<file path="config.mk">
export PLATFORM = sky130hd
export DESIGN_NAME = sd_dac_streamer
export DESIGN_NICKNAME = d
export VERILOG_FILES = /design/src/rtl/sd_dac_streamer.sv
export SDC_FILE = /design/constraint.sdc
export NUM_CORES = 1
export LEC_CHECK = 0
export CORE_ASPECT_RATIO = 1.5
export CORE_MARGIN = 5
export CORE_UTILIZATION = 25
export DETAILED_ROUTE_END_ITERATION = 6
export MAX_ROUTING_LAYER = met4
export PLACE_DENSITY_LB_ADDON = 0.3
export SETUP_SLACK_MARGIN = 0.1
export SLEW_MARGIN = 20
export SYNTH_ARGS = -nofsm -noshare
export SYNTH_HDL_FRONTEND = slang
export SYNTH_SLANG_ARGS = --single-unit
</file>
<file path="constraint.sdc">
create_clock -name clk -period 5.2 [get_ports clk]
set_clock_uncertainty 0.15 [all_clocks]
set_input_delay 1.04 -clock clk [delete_from_list [all_inputs] [get_ports clk]]
set_output_delay 1.04 -clock clk [all_outputs]
set_load 0.01 [all_outputs]
</file>
<file path="src/rtl/sd_dac_streamer.sv">
// sd_dac_streamer: accepts signed PCM samples over valid/ready, holds each
// sample for OSR clocks and drives a 2nd-order sigma-delta modulator that
// emits a 1-bit density stream. Deasserting enable flushes the modulator on
// a zero input for OSR clocks before returning to IDLE.
// Optional build macro SD_DAC_DITHER_EN adds a 16-bit Galois LFSR whose LSB
// injects a +1/-1 term into the first integrator to break idle tones.
module sd_dac_streamer #(
    parameter int DATA_W = 16,
    parameter int OSR    = 64,
    parameter int ACC_W  = 22
) (
    input  logic                     clk,
    input  logic                     reset,
    input  logic                     enable,
    input  logic signed [DATA_W-1:0] in_data,
    input  logic                     in_valid,
    output logic                     in_ready,
    output logic                     bit_out,
    output logic                     bit_valid,
    output logic                     underrun,
    output logic                     busy
);

    localparam int CNT_W = $clog2(OSR);
    // Two guard bits cover int2 + int1 - 2*fb before saturation.
    localparam int SUM_W = ACC_W + 2;

    localparam logic [CNT_W-1:0] CNT_LAST = CNT_W'(OSR - 1);

    localparam logic signed [SUM_W-1:0] FS      = SUM_W'(longint'(1) << (DATA_W - 1));
    localparam logic signed [SUM_W-1:0] ACC_MAX = SUM_W'((longint'(1) << (ACC_W - 1)) - 1);
    localparam logic signed [SUM_W-1:0] ACC_MIN = -ACC_MAX;
    localparam logic signed [SUM_W-1:0] ONE     = SUM_W'(1);

    localparam logic signed [DATA_W-1:0] DATA_MIN   = {1'b1, {(DATA_W-1){1'b0}}};
    localparam logic signed [DATA_W-1:0] DATA_CLAMP = {1'b1, {(DATA_W-2){1'b0}}, 1'b1};

    typedef enum logic [1:0] {IDLE, WAIT_FIRST, RUN, FLUSH} state_t;

    state_t                    state;
    logic [CNT_W-1:0]          cnt;
    logic signed [DATA_W-1:0]  hold;
    logic signed [ACC_W-1:0]   int1;
    logic signed [ACC_W-1:0]   int2;

    logic signed [SUM_W-1:0]   x_ext;
    logic signed [SUM_W-1:0]   fb_ext;
    logic signed [SUM_W-1:0]   int1_ext;
    logic signed [SUM_W-1:0]   int2_ext;
    logic signed [SUM_W-1:0]   dith;
    logic signed [SUM_W-1:0]   sum1;
    logic signed [SUM_W-1:0]   sum2;
    logic signed [ACC_W-1:0]   int1_nxt;
    logic signed [ACC_W-1:0]   int2_nxt;
    logic                      bit_nxt;

`ifdef SD_DAC_DITHER_EN
    localparam logic [15:0] LFSR_SEED = 16'hACE1;
    localparam logic [15:0] LFSR_MASK = 16'hB400;
    logic [15:0] lfsr;

    // Right-shifting Galois form of x^16+x^14+x^13+x^11+1.
    function automatic logic [15:0] lfsr_step(input logic [15:0] s);
        return s[0] ? ((s >> 1) ^ LFSR_MASK) : (s >> 1);
    endfunction
`endif

    // Integrators clamp symmetrically so they can never wrap.
    function automatic logic signed [ACC_W-1:0] sat_acc(input logic signed [SUM_W-1:0] v);
        if (v > ACC_MAX)
            return ACC_MAX[ACC_W-1:0];
        else if (v < ACC_MIN)
            return ACC_MIN[ACC_W-1:0];
        else
            return v[ACC_W-1:0];
    endfunction

    // The most negative code has no positive mirror; fold it one step inward.
    function automatic logic signed [DATA_W-1:0] clamp_in(input logic signed [DATA_W-1:0] d);
        return (d == DATA_MIN) ? DATA_CLAMP : d;
    endfunction

    assign in_ready  = enable && ((state == WAIT_FIRST) ||
                                  ((state == RUN) && (cnt == CNT_LAST)));
    assign bit_valid = (state == RUN) || (state == FLUSH);
    assign busy      = (state != IDLE);

    // Next modulator state from the held sample and the previous output bit.
    always_comb begin
        x_ext    = SUM_W'(hold);
        fb_ext   = bit_out ? FS : -FS;
        int1_ext = SUM_W'(int1);
        int2_ext = SUM_W'(int2);
`ifdef SD_DAC_DITHER_EN
        dith     = lfsr[0] ? ONE : -ONE;
`else
        dith     = '0;
`endif
        sum1     = int1_ext + x_ext - fb_ext + dith;
        sum2     = int2_ext + int1_ext - (fb_ext <<< 1);
        int1_nxt = sat_acc(sum1);
        int2_nxt = sat_acc(sum2);
        bit_nxt  = ~int2_nxt[ACC_W-1];
    end

    // Control FSM with sample hold, slot counter and modulator registers.
    always_ff @(posedge clk or negedge reset) begin
        if (!reset) begin
            state    <= IDLE;
            cnt      <= '0;
            hold     <= '0;
            int1     <= '0;
            int2     <= '0;
            bit_out  <= 1'b0;
            underrun <= 1'b0;
`ifdef SD_DAC_DITHER_EN
            lfsr     <= LFSR_SEED;
`endif
        end else begin
            unique case (state)
                IDLE: begin
                    bit_out <= 1'b0;
                    if (enable) begin
                        state    <= WAIT_FIRST;
                        underrun <= 1'b0;
`ifdef SD_DAC_DITHER_EN
                        lfsr     <= LFSR_SEED;
`endif
                    end
                end
                WAIT_FIRST: begin
                    if (!enable) begin
                        state <= IDLE;
                    end else if (in_valid) begin
                        hold  <= clamp_in(in_data);
                        cnt   <= '0;
                        state <= RUN;
                    end
                end
                RUN: begin
                    int1    <= int1_nxt;
                    int2    <= int2_nxt;
                    bit_out <= bit_nxt;
`ifdef SD_DAC_DITHER_EN
                    lfsr    <= lfsr_step(lfsr);
`endif
                    if (!enable) begin
                        state <= FLUSH;
                        hold  <= '0;
                        cnt   <= '0;
                    end else begin
                        cnt <= cnt + 1'b1;
                        if (cnt == CNT_LAST) begin
                            if (in_valid)
                                hold <= clamp_in(in_data);
                            else
                                underrun <= 1'b1;
                        end
                    end
                end
                FLUSH: begin
`ifdef SD_DAC_DITHER_EN
                    lfsr <= lfsr_step(lfsr);
`endif
                    if (cnt == CNT_LAST) begin
                        int1    <= '0;
                        int2    <= '0;
                        bit_out <= 1'b0;
                        cnt     <= '0;
                        state   <= IDLE;
                    end else begin
                        int1    <= int1_nxt;
                        int2    <= int2_nxt;
                        bit_out <= bit_nxt;
                        cnt     <= cnt + 1'b1;
                    end
                end
            endcase
        end
    end

endmodule

</file>
run_1/gate_families.png
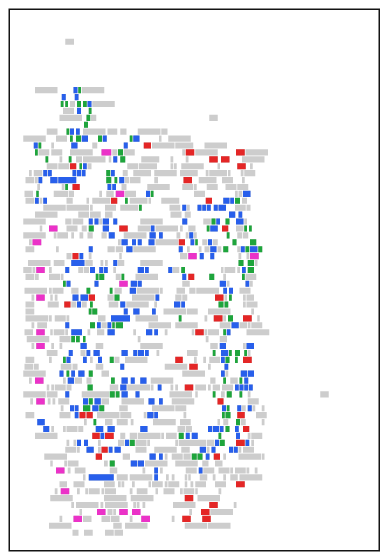
[blue] inverting AOI/OAI gates | cells: 194
[green] NAND gates | cells: 105
[magenta] multiplexers | cells: 20
[red] AND-OR and OR-AND gates | cells: 43
Commonest Layout Cell: inv_1
Comb area share: 57.52%
Non-Filler Instances: 1188

run_1/registers.png
Scale bar: 50 µm. Other sequential cells in the stronger grey, the rest of the logic in the fainter grey.
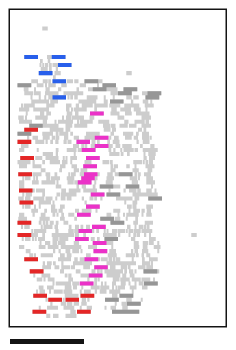
[blue] cnt | sequential cells: 6 | where: top left
[red] hold | sequential cells: 16
[magenta] int1 | sequential cells: 22
not coloured: 26
post-layout util: 28.64%
Flop area: 1752 µm²

==> results.toml, run 1 <==
# yosys + openroad results
[outcome]
status = "finished clean"

[critical_path]
path_buffers = 2
start_kind = "register"
criticalPathCategory = "reg -> reg"
worstPathRequired_ns = 5.25
endpoint_kind = "register"

[synthesis]
synthCells = 829
ys_sh_simple_pct = 15.90
ff_type = "dfrtp_1"
yosysTopAreaCellShare_pct = 25.65
synth.avg_cell_area_um2 = 8.238
mux_share_pct = 2.950

[global_routing]
grt_max_degree = 71

[cts]
cts_tree = "done"

[detailed_routing]
wire_per_inst_um = 15.37
vias = 5907

[floorplan]
die_y_um = 212.4
io_pins = 25

[place]
numPortBuffers = 24
hpwl_mm = 14.68

[sta]
fmax_ghz = 0.2226
slew_violations = 0
finalCritPeriodShare_pct = 86.40

[run]
warnings = 31
run_1/metal_stack.png
Two of the layers only.
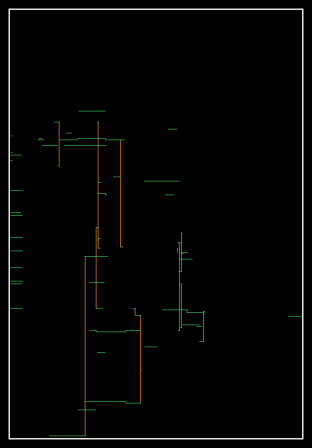
[green] met3 | wire length: 361 µm
[orange] met4 | wire length: 412 µm

==> run 1: metrics by stage <==
| stage | setup slack (ns) | hold WS, ns |
|---|---|---|
| finish | 0.7070 | 0.3410 |
| global placement | 0.6254 | 0.3266 |
| global route | 0.3481 | 0.3661 |
| detailed placement | 0.6577 | 0.3315 |
| CTS | 0.6215 | 0.3461 |
| floorplan | 1.206 | 0.3026 |
==> run 1: synth_stat cells (18+ instances only) <==
master	number
dfrtp_1	70
mux2i_1	19
clkbuf_1	22
a221o_1	18
inv_1	134
ha_1	84
nand2_1	49
nor2_1	44
o21ai_0	43
a21oi_1	78
o31ai_1	23
nand3_1	24
==> run 1: routing by layer <==
layer  vias to the layer above  track usage, %  wire, µm
met3                        28           1.343       361
met1                      2842           13.32      7581
met5                         -               -         0
met4                         0           4.516       411
met2                        85           23.17      9901
li1                       2952               -         -
==> run 1: sequential cells by signal, summed over array words and instances (netlist names), named ones only <==
register	count
state	1
bit_out	1
int1	22
cnt	6
underrun	1
hold	16
int2	22
==> run 1: worst paths after layout <==
kind,start,end,slack [ns],depth (start not counted)
min in group asynchronous,reset,hold[7],0.69,1
min,int1[11],int1[11],0.34,2
max,hold[15],int1[1],0.71,13
max in group asynchronous,reset,int2[15],3.60,1
max reg2reg,hold[15],int1[1],0.71,13
min reg2reg,int1[11],int1[11],0.34,2
==> run 1: final cells by class <==
cell class	instances	share of cell area [%]
clock buffers	10	3.076
well taps	342	5.507
repair buffers	31	3.784
multi-input cells	595	57.52
flip-flops and latches	70	22.54
clock inverters	6	1.095
inverters	134	6.473
==> run 2: changes to the inputs <==
Settings changed: CELL_PAD_IN_SITES_DETAIL_PLACEMENT set to 1, CELL_PAD_IN_SITES_GLOBAL_PLACEMENT set to 2.
==> run 2 against run 1 <==
Against the previous run: via count up 0.56%; critical path depth rose by 1; non-clock buffer count rose by 3; critical endpoint unchanged.
==> results.toml, run 2 <==
# yosys + openroad results
[layout]
largestRegisters = "int1 (22), int2 (22), hold (16)"
regArea_um2 = 1752
stdcell_count = 1191
lay_top_count = "inv_1"

[sta]
setup_slack_ns = 0.7653
holdWs_ns = 0.3406
fmax_ghz = 0.2255
finalCritPeriodShare_pct = 85.28
slew_violations = 0

[cts]
cts_tree = "done"

[place]
hpwl_mm = 18.28
numPortBuffers = 24

[outcome]
status = "finished clean"

[synthesis]
top_cell = "inv_1"
ff_type = "dfrtp_1"
synth.avg_cell_area_um2 = 8.238
yosysTopAreaCellShare_pct = 25.65
synthCells = 829

[critical_path]
worstPathRequired_ns = 5.25
criticalPathCategory = "reg -> reg"
start_kind = "register"
endpoint_kind = "register"
path_buffers = 3

[floorplan]
die_y_um = 212.4
io_pins = 25

[run]
warnings = 31
run 2: cell type report:
| class | instances | area share (%) |
|---|---|---|
| Multi-Input combinational cell | 595 | 57.26 |
| Sequential cell | 70 | 22.44 |
| Inverter | 134 | 6.444 |
| Tap cell | 342 | 5.483 |
| Timing Repair Buffer | 34 | 4.008 |
| Clock buffer | 11 | 2.982 |
| Clock inverter | 5 | 1.379 |
run 2: layer usage:
layer | global-route usage [%] | up-vias | share of wire, %
met5 | - | - | 0
met4 | 3.379 | 0 | 1.2
met3 | 1.279 | 14 | 0.87
met2 | 29.30 | 41 | 57
met1 | 15.69 | 2925 | 41
li1 | - | 2960 | -
run 2: path summary, 6_finish.rpt:
path	startpoint	endpoint	slack, ns	depth (start not counted)
min	int1[8]	int1[8]	0.34	2
min reg2reg	int1[8]	int1[8]	0.34	2
max reg2reg	hold[15]	int1[1]	0.77	14
max	hold[15]	int1[1]	0.77	14
max in group asynchronous	reset	int2[14]	3.47	2
min in group asynchronous	reset	hold[7]	0.41	1
run 2: logic make-up (layout without fill, tap and decap cells):
group | after synthesis | in the layout | share of synthesized area [%]
XOR/XNOR | 33 | 33 | 4.232
buffers and inverters | 164 | 184 | 9.289
flip-flops | 70 | 70 | 25.65
adder cells (fa/ha/maj) | 95 | 95 | 18.61
AND/OR/NAND/NOR | 210 | 210 | 15.90
AND-OR/OR-AND | 237 | 237 | 23.36
multiplexers | 20 | 20 | 2.950
run_2/registers.png
Scale bar: 50 µm. Other sequential cells in the stronger grey, the rest of the logic in the fainter grey.
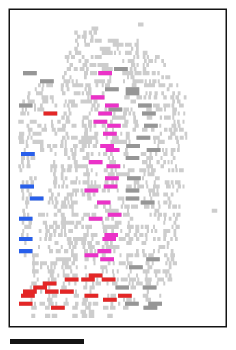
[magenta] int1 | sequential cells: 22
[blue] cnt | sequential cells: 6
[red] hold | sequential cells: 16
not coloured: 26
post-layout util: 28.77%
flop share of the area: 22.44%

run_2/metal_stack.png
Two of the layers only.
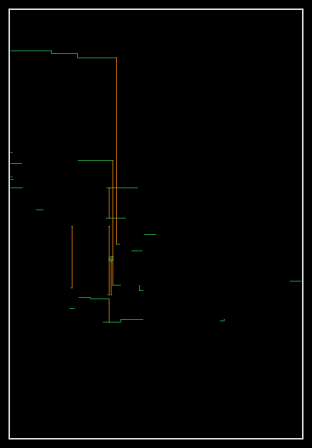
[orange] met4 | wire length: 265 µm
[green] met3 | wire length: 192 µm
vias: 5940
Routed WL per cell: 18.48 µm
Detailed Route WL: 22.01 mm
Tot GR Track Use: 14.77%

==> run 3: changes to the inputs <==
Settings changed: CORE_ASPECT_RATIO 1.5 to not set, GPL_TIMING_DRIVEN set to 0.
==> run 3 against run 2 <==
Against the previous run: flip-flop count stayed put; routed wire length is 8.4% lower; utilization is 0.21 points higher; register-to-register slack worse by 0.23 ns.
==> results.toml, run 3 <==
# yosys + openroad results
[detailed_routing]
wl_met1_mm = 10.54
dr_wl_met3_um = 344
wl_mm = 20.15
wl_met2_mm = 9.032

[synthesis]
top_cell = "inv_1"
synth.avg_cell_area_um2 = 8.238

[floorplan]
die_y_um = 175.3
io_pins = 25

[sta]
fmax_ghz = 0.2144
holdWs_ns = 0.3453
finalCritPeriodShare_pct = 89.68
slew_violations = 0

[critical_path]
endpoint_kind = "register"
worstPathRequired_ns = 5.29
start_kind = "register"
r2r_setup_slack_ns = 0.54
r2r_end = "int1[20]"
criticalPathCategory = "reg -> reg"
rr_startpoint = "bit_out"

[layout]
utilization_pct = 28.98
largestRegisters = "int1 (22), int2 (22), hold (16)"

[hold_path]
min_path_cells = 2

[outcome]
status = "finished clean"

[global_routing]
grtUsageMet2_pct = 21.13
grtUsageTotal_pct = 13.68

[place]
hpwl_mm = 16.55
## run 3: cell types whose count changed in the layout (fill, tap and decap cells not counted), moves of 2 or more
cell | previous run | this run
buf_6 | 0 | 2
bufinv_16 | 3 | 1
buf_2 | 0 | 3
buf_1 | 0 | 3
clkbuf_1 | 2 | 23
buf_4 | 11 | 1
inv_6 | 0 | 2
## run 3: how the worst max path moves through the flow
stage | startpoint | endpoint | cells past startpoint
after floorplan | bit_out | int1[15] | 15
after global placement | reset | int2[5] | 1
after detailed placement | bit_out | int1[13] | 15
after CTS | bit_out | int1[20] | 15
after global routing | bit_out | int1[18] | 15
final | bit_out | int1[20] | 15
## run 3: worst max-delay path, stage by stage, from the launching register on
cell and delay (ns):
dfrtp_2 0.61, inv_1 0.24, fa_1 0.58, inv_1 0.06
ha_1 0.36, or2_2 0.31, a21oi_1 0.15, a31oi_1 0.09
a211oi_1 0.44, nor2_1 0.15, o211ai_1 0.42, o211a_1 0.22
buf_2 0.21, buf_1 0.39, a21oi_1 0.07, o31ai_1 0.09
## run 3: kinds of logic after synthesis
logic type	share of synthesized area [%]
buffers and inverters	9.289
and+or+nand+nor	15.90
xor gates and xnor gates	4.232
AOI/OAI and AO/OA	23.36
DFF	25.65
adders and majority gates	18.61
muxes	2.950
## run 3: layout make-up
cell class	count	area (µm²)	share of cell area, %
Tap cell	341	426.7	5.463
Clock buffer	10	229.0	2.932
Clock inverter	6	68.82	0.8811
Buffer	30	131.4	1.682
Sequential cell	70	1753	22.44
Inverter	134	503.0	6.440
Timing Repair Buffer	24	255.2	3.268
Multi-Input combinational cell	595	4443	56.89
run_3/registers.png
Scale bar: 50 µm. Other sequential cells in the stronger grey, the rest of the logic in the fainter grey.
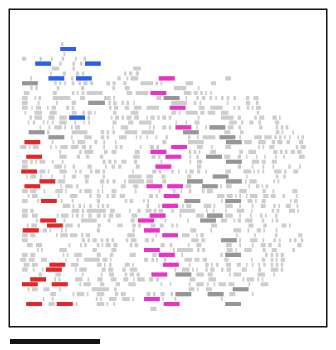
[red] hold | sequential cells: 16
[blue] cnt | sequential cells: 6 | where: top left
[magenta] int1 | sequential cells: 22
not coloured: 26

run_3/gate_families.png
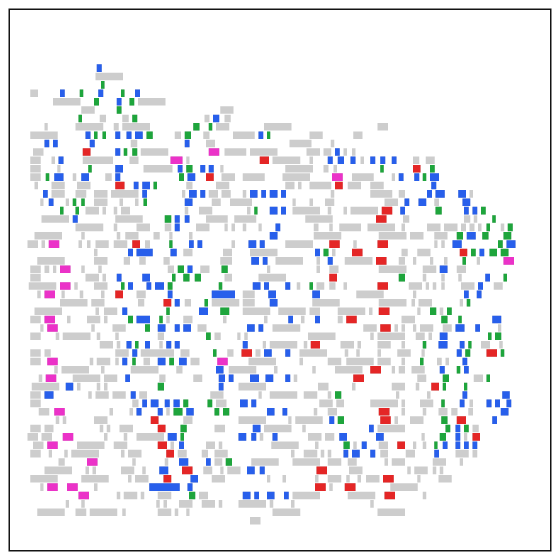
[magenta] multiplexers | cells: 20
[red] AND-OR and OR-AND gates | cells: 43
[blue] inverting AOI/OAI gates | cells: 194
[green] NAND gates | cells: 105
Non-Filler Instances: 1210
Comb area share: 56.89%

